Fig. 1: routing congestion
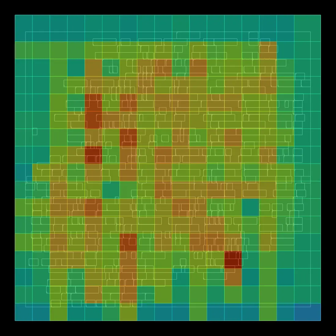
Fig. 2: gate-type map
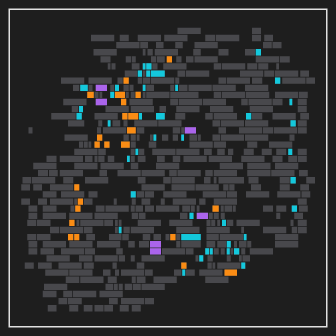
Fig. 3: zoomed window
Bar = 10 µm. Region (18, 18) to (43, 43) µm. Cells in grey, sequential cells in the stronger grey; small squares are vias.
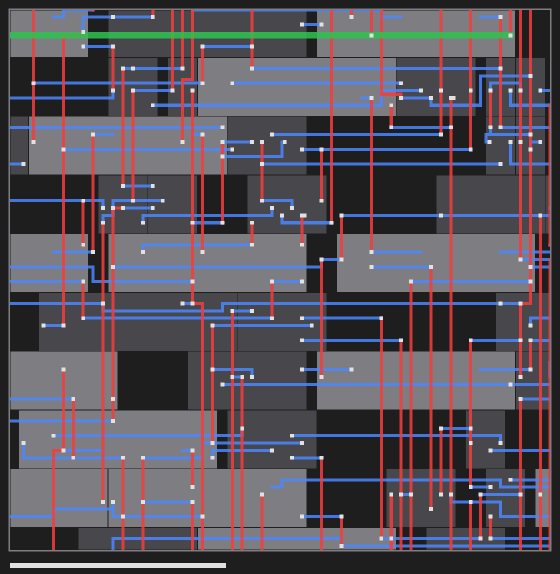
`config.mk`:
```
export PLATFORM = sky130hd
export DESIGN_NAME = vga_timing_pattern_gen
export DESIGN_NICKNAME = d
export VERILOG_FILES = /design/src/rtl/vga_pkg.sv /design/src/rtl/vga_pattern_gen.sv /design/src/rtl/vga_timing_pattern_gen.sv
export SDC_FILE = /design/constraint.sdc
export NUM_CORES = 1
export LEC_CHECK = 0
export CAP_MARGIN = 0
export CORE_MARGIN = 4
export CORE_UTILIZATION = 40
export CTS_CLUSTER_SIZE = 28
export DETAILED_ROUTE_END_ITERATION = 6
export SLEW_MARGIN = 20
export SYNTH_ARGS = -nofsm -noshare
export SYNTH_HDL_FRONTEND = slang
export SYNTH_SLANG_ARGS = --single-unit
```
`constraint.sdc`:
```
create_clock -name clk -period 4.7 [get_ports clk]
set_clock_uncertainty 0.1 [all_clocks]
set_input_delay 0.94 -clock clk [delete_from_list [all_inputs] [get_ports clk]]
set_output_delay 0.94 -clock clk [all_outputs]
set_load 0.05 [all_outputs]
```
`src/rtl/vga_pkg.sv`:
```
// vga_pkg
//   Shared types and helpers for the VGA raster generator.
//   - pattern_e : test-pattern select codes carried on mode_i
//   - hmax/vmax : last counter value of a line / frame, derived from the
//                 display, front porch, sync and back porch lengths
package vga_pkg;

  typedef enum logic [1:0] {
    PAT_SOLID    = 2'd0,
    PAT_BARS     = 2'd1,
    PAT_CHECKER  = 2'd2,
    PAT_GRADIENT = 2'd3
  } pattern_e;

  function automatic int hmax(input int hd, input int hf, input int hr, input int hb);
    return hd + hf + hr + hb - 1;
  endfunction

  function automatic int vmax(input int vd, input int vf, input int vr, input int vb);
    return vd + vf + vr + vb - 1;
  endfunction

endpackage

```
`src/rtl/vga_pattern_gen.sv`:
```
// vga_pattern_gen
//   Second pipeline stage of the raster generator: turns the registered
//   pixel position into a colour and registers it, blanked outside the
//   active area.
// Ports
//   clk, arst   clock, asynchronous active-high reset
//   pix_ce      pixel tick; state only moves when high
//   mode_i      pattern select (frame-stable shadow copy)
//   color_i     solid colour {R,G,B} (frame-stable shadow copy)
//   de_i        active-pixel flag of the incoming pixel
//   x_i, y_i    position of the incoming pixel (0 outside active area)
//   rgb_o       registered pixel colour, 0 when the pixel was not active
module vga_pattern_gen
  import vga_pkg::*;
#(
  parameter int  H_BITS     = 11,
  parameter int  V_BITS     = 11,
  parameter int  HD         = 1280,
  parameter int  CB         = 4,
  parameter int  CHECK_LOG2 = 5,
  parameter int  GRAD_SHIFT = 4,
  localparam int RGB_W      = 3 * CB
) (
  input  logic              clk,
  input  logic              arst,
  input  logic              pix_ce,
  input  pattern_e          mode_i,
  input  logic [RGB_W-1:0]  color_i,
  input  logic              de_i,
  input  logic [H_BITS-1:0] x_i,
  input  logic [V_BITS-1:0] y_i,
  output logic [RGB_W-1:0]  rgb_o
);

  localparam int BAR_W = HD / 8;

  logic [2:0]        bar_k_q, bar_k_d;
  logic [H_BITS-1:0] bar_pos_q, bar_pos_d;
  logic [RGB_W-1:0]  rgb_q, rgb_d;
  logic [RGB_W-1:0]  pix_rgb;
  logic [2:0]        level;
  logic [CB-1:0]     grad;
  logic              checker_on;
  logic              last_pixel;

  // bar_k_q/bar_pos_q always describe the pixel currently on x_i. They
  // restart at 0 whenever the next incoming pixel is the start of a line,
  // which replaces a divide by BAR_W. The bar index saturates at 7 so any
  // remainder columns (HD not a multiple of 8) stay in the last bar.
  always_comb begin
    bar_k_d    = bar_k_q;
    bar_pos_d  = bar_pos_q;
    rgb_d      = rgb_q;
    pix_rgb    = '0;
    level      = 3'd7 - bar_k_q;
    grad       = CB'(x_i >> GRAD_SHIFT);
    checker_on = ((H_BITS'(x_i >> CHECK_LOG2) ^ H_BITS'(y_i >> CHECK_LOG2))
                  & H_BITS'(1)) != '0;
    last_pixel = int'(x_i) == HD - 1;

    case (mode_i)
      PAT_SOLID:    pix_rgb = color_i;
      PAT_BARS:     pix_rgb = {{CB{level[2]}}, {CB{level[1]}}, {CB{level[0]}}};
      PAT_CHECKER:  pix_rgb = checker_on ? '1 : '0;
      PAT_GRADIENT: pix_rgb = {3{grad}};
      default:      pix_rgb = '0;
    endcase

    if (pix_ce) begin
      rgb_d = de_i ? pix_rgb : '0;
      if (de_i && !last_pixel) begin
        if (int'(bar_pos_q) == BAR_W - 1) begin
          bar_pos_d = '0;
          if (bar_k_q != 3'd7) begin
            bar_k_d = bar_k_q + 3'd1;
          end
        end else begin
          bar_pos_d = bar_pos_q + 1'b1;
        end
      end else begin
        bar_k_d   = '0;
        bar_pos_d = '0;
      end
    end
  end

  always_ff @(posedge clk or posedge arst) begin
    if (arst) begin
      bar_k_q   <= '0;
      bar_pos_q <= '0;
      rgb_q     <= '0;
    end else begin
      bar_k_q   <= bar_k_d;
      bar_pos_q <= bar_pos_d;
      rgb_q     <= rgb_d;
    end
  end

  assign rgb_o = rgb_q;

endmodule

```
`src/rtl/vga_timing_pattern_gen.sv`:
```
// vga_timing_pattern_gen
//   VGA raster generator: horizontal/vertical counters, sync and display
//   enable decode, and an internal test-pattern engine. Outputs are the
//   counter position delayed by two pixel ticks, all mutually aligned.
// Ports
//   clk, arst     clock, asynchronous active-high reset
//   pix_ce        pixel tick enable; all state holds while low
//   mode_i        pattern select, sampled once per frame
//   color_i       solid colour {R,G,B}, sampled once per frame
//   vga_hs/vs     sync outputs at HS_POL/VS_POL active level
//   vga_de        active pixel
//   vga_rgb       pixel colour, 0 outside the active area
//   pix_x/pix_y   position of the output pixel, 0 outside the active area
//   frame_start   high while the output pixel is the active (0,0)
module vga_timing_pattern_gen
  import vga_pkg::*;
#(
  parameter int   H_BITS     = 11,
  parameter int   V_BITS     = 11,
  parameter int   HD         = 1280,
  parameter int   HF         = 48,
  parameter int   HR         = 112,
  parameter int   HB         = 248,
  parameter int   VD         = 1024,
  parameter int   VF         = 1,
  parameter int   VR         = 3,
  parameter int   VB         = 38,
  parameter logic HS_POL     = 1'b1,
  parameter logic VS_POL     = 1'b1,
  parameter int   CB         = 4,
  parameter int   CHECK_LOG2 = 5,
  parameter int   GRAD_SHIFT = 4,
  localparam int  RGB_W      = 3 * CB
) (
  input  logic              clk,
  input  logic              arst,
  input  logic              pix_ce,
  input  pattern_e          mode_i,
  input  logic [RGB_W-1:0]  color_i,
  output logic              vga_hs,
  output logic              vga_vs,
  output logic              vga_de,
  output logic [RGB_W-1:0]  vga_rgb,
  output logic [H_BITS-1:0] pix_x,
  output logic [V_BITS-1:0] pix_y,
  output logic              frame_start
);

  localparam int HMAX = hmax(HD, HF, HR, HB);
  localparam int VMAX = vmax(VD, VF, VR, VB);

  if (HD < 8) begin : g_bad_hd
    $error("vga_timing_pattern_gen: HD must be at least 8");
  end
  if ((2 ** H_BITS) <= HMAX) begin : g_bad_hbits
    $error("vga_timing_pattern_gen: H_BITS too small for line length");
  end
  if ((2 ** V_BITS) <= VMAX) begin : g_bad_vbits
    $error("vga_timing_pattern_gen: V_BITS too small for frame length");
  end

  logic [H_BITS-1:0] h_q, h_d;
  logic [V_BITS-1:0] v_q, v_d;
  logic              first_q, first_d;
  pattern_e          mode_q, mode_d;
  logic [RGB_W-1:0]  color_q, color_d;
  logic              hs1_q, hs1_d, vs1_q, vs1_d, de1_q, de1_d;
  logic [H_BITS-1:0] x1_q, x1_d;
  logic [V_BITS-1:0] y1_q, y1_d;
  logic              hs2_q, hs2_d, vs2_q, vs2_d, de2_q, de2_d;
  logic [H_BITS-1:0] x2_q, x2_d;
  logic [V_BITS-1:0] y2_q, y2_d;
  logic              h_last, v_last, h_act, v_act, h_sync, v_sync;

  // Counters, stage-1 decode, stage-2 alignment and shadow registers.
  // The shadows load on the last tick of a frame so the new pattern takes
  // effect exactly at the next (0,0); first_q also loads them on the first
  // tick after reset so a fresh frame uses the current inputs.
  always_comb begin
    h_d     = h_q;
    v_d     = v_q;
    first_d = first_q;
    mode_d  = mode_q;
    color_d = color_q;
    hs1_d   = hs1_q;
    vs1_d   = vs1_q;
    de1_d   = de1_q;
    x1_d    = x1_q;
    y1_d    = y1_q;
    hs2_d   = hs2_q;
    vs2_d   = vs2_q;
    de2_d   = de2_q;
    x2_d    = x2_q;
    y2_d    = y2_q;

    h_last = int'(h_q) == HMAX;
    v_last = int'(v_q) == VMAX;
    h_act  = int'(h_q) < HD;
    v_act  = int'(v_q) < VD;
    h_sync = (int'(h_q) >= HD + HF) && (int'(h_q) < HD + HF + HR);
    v_sync = (int'(v_q) >= VD + VF) && (int'(v_q) < VD + VF + VR);

    if (pix_ce) begin
      if (h_last) begin
        h_d = '0;
        v_d = v_last ? '0 : v_q + 1'b1;
      end else begin
        h_d = h_q + 1'b1;
      end

      first_d = 1'b0;
      if (first_q || (h_last && v_last)) begin
        mode_d  = mode_i;
        color_d = color_i;
      end

      hs1_d = h_sync ? HS_POL : ~HS_POL;
      vs1_d = v_sync ? VS_POL : ~VS_POL;
      de1_d = h_act && v_act;
      x1_d  = (h_act && v_act) ? h_q : '0;
      y1_d  = (h_act && v_act) ? v_q : '0;

      hs2_d = hs1_q;
      vs2_d = vs1_q;
      de2_d = de1_q;
      x2_d  = x1_q;
      y2_d  = y1_q;
    end
  end

  always_ff @(posedge clk or posedge arst) begin
    if (arst) begin
      h_q     <= '0;
      v_q     <= '0;
      first_q <= 1'b1;
      mode_q  <= PAT_SOLID;
      color_q <= '0;
      hs1_q   <= ~HS_POL;
      vs1_q   <= ~VS_POL;
      de1_q   <= 1'b0;
      x1_q    <= '0;
      y1_q    <= '0;
      hs2_q   <= ~HS_POL;
      vs2_q   <= ~VS_POL;
      de2_q   <= 1'b0;
      x2_q    <= '0;
      y2_q    <= '0;
    end else begin
      h_q     <= h_d;
      v_q     <= v_d;
      first_q <= first_d;
      mode_q  <= mode_d;
      color_q <= color_d;
      hs1_q   <= hs1_d;
      vs1_q   <= vs1_d;
      de1_q   <= de1_d;
      x1_q    <= x1_d;
      y1_q    <= y1_d;
      hs2_q   <= hs2_d;
      vs2_q   <= vs2_d;
      de2_q   <= de2_d;
      x2_q    <= x2_d;
      y2_q    <= y2_d;
    end
  end

  vga_pattern_gen #(
    .H_BITS     (H_BITS),
    .V_BITS     (V_BITS),
    .HD         (HD),
    .CB         (CB),
    .CHECK_LOG2 (CHECK_LOG2),
    .GRAD_SHIFT (GRAD_SHIFT)
  ) u_pattern (
    .clk     (clk),
    .arst    (arst),
    .pix_ce  (pix_ce),
    .mode_i  (mode_q),
    .color_i (color_q),
    .de_i    (de1_q),
    .x_i     (x1_q),
    .y_i     (y1_q),
    .rgb_o   (vga_rgb)
  );

  assign vga_hs      = hs2_q;
  assign vga_vs      = vs2_q;
  assign vga_de      = de2_q;
  assign pix_x       = x2_q;
  assign pix_y       = y2_q;
  // Derived from the aligned outputs, so it needs no pipeline of its own.
  assign frame_start = de2_q && (x2_q == '0) && (y2_q == '0);

endmodule

```
==> out/metrics.yaml <==
detailed_routing:
  route.met3.wl_um: 529
  met2_wirelength_um: 4640
  drtIter0Drc: 355
  drc_errors: 0
  vias_per_cell: 5.42
  m1WireLength_um: 5510
run_status:
  status: "completed"
synthesis:
  ys_top_cells_by_count: "dfrtp_1 (112), mux2_2 (30), a22o_1 (23)"
  synthArstFlopShare: 1.00
  ys_sh_simple: 0.124
  syn_inst: 413
  netlist_logic_family_top: "AND-OR/OR-AND gates"
  yosysTopAreaCell: "dfrtp_1"
  synth-edff-count: 0
  ys_cells: 413
  topCellsByArea: "dfrtp_1 (55%), mux2_2 (6.6%), a22o_1 (4.0%)"
  yosys.area_share.adder: 0.0147
  ys_warn_count: 0
  top_cell: "dfrtp_1"
setup_path:
  critPathLaunchType: "flip-flop"
  worstPathCellList: "nor4_1 -> nand4_1 -> nor2_1 -> clkdlybuf4s50_1"
  slowest_stage: "clkdlybuf4s50_1"
  crit_path_end: "frame_start"
  crit_path_max_fanout: 3
  ff2ff_setup_slack_ns: 2.56
  cp_num_cells: 4
  cp.buffers_inverters: 1
  worstSetupPathType: "reg2out"
  arrival_ns: 2.21
  critPathTopFamily: "buffers and inverters"
  cp-startpoint: "pix_x[7]$_DFFE_PP0P_"
  crit_path_end_kind: "primary output"
clock_tree:
  cts_setup_buffers: 0
  clockRootBuffer: "clkbuf_16"
  ctsHoldBuffers: 0
  clock_latency_ns: 0.40
global_route:
  met3_usage: 0.0448
  grt-ovfl-total: 0
  grt_pass1_wl_um: 17900
  grt_max_degree: 72
  grt_usage: 0.155
pwr:
  power.group.top: "the clock network"
  leakage_nw: 2.86
  p_int_mw: 1.95
  p_per_area_mw_per_mm2: 420
  totalPowerFinal_mw: 2.64
  clkPwrFrac: 0.446
  ir_worst_vdd_uv: 195
  power.clock.total_mw: 1.18
  comb_power_share: 0.121
sta:
  hold_viol_final: 0
  whs_ns: 0.392
  setup_violations: 0
  fmax_ghz: 0.308
  tns_ns: 0
  tightest_slew_ns: 0.853
  period_used_share: 0.691
  final.min_clock_period_ns: 3.25
final_layout:
  buffers_excl_clock: 58
  seq_share: 0.449
  n_fill_cell: 1051
  final_nets: 491
  syn_to_final_growth_pct: 23.6
  finish.instance_area_mm2: 0.00630
  largest_class: "flip-flops and latches"
floorplan:
  die_h_um: 121
  tap-cell-count: 168
placed_design:
  pre_cts_ws_ns: 1.79
  place_congestion: 0.756
  io_buffers: 54
  dpl_cell_area_mm2: 0.00575
  dpl.cell_count: 617
flow_run:
  tool_warnings: 27
worst_hold_path:
  hp-class: "reg2reg"
## Picture notes: Fig. 1
GR Layer Usage met2: 0.209
GR peak layer: met1
Wirelength per Cell: 16.7 µm

## Picture notes: Fig. 2
Key: orange = AND and OR gates [cells 23, most used or3_1]; purple = adder and majority cells [cells 6, most used ha_1]; cyan = NOR gates [cells 41, most used nor2_1]

## Picture notes: Fig. 3
Key: blue = met1; red = met2; green = met3
Most frequent: dfrtp_1 (9). Sequential cells in the window: 9. 31 logic cells have their middle in the window. Netlist names of flops here include `u_pattern.rgb_o` (5), `color_q` (4).

No activity file was given, so power comes from the tool's default toggle rates.
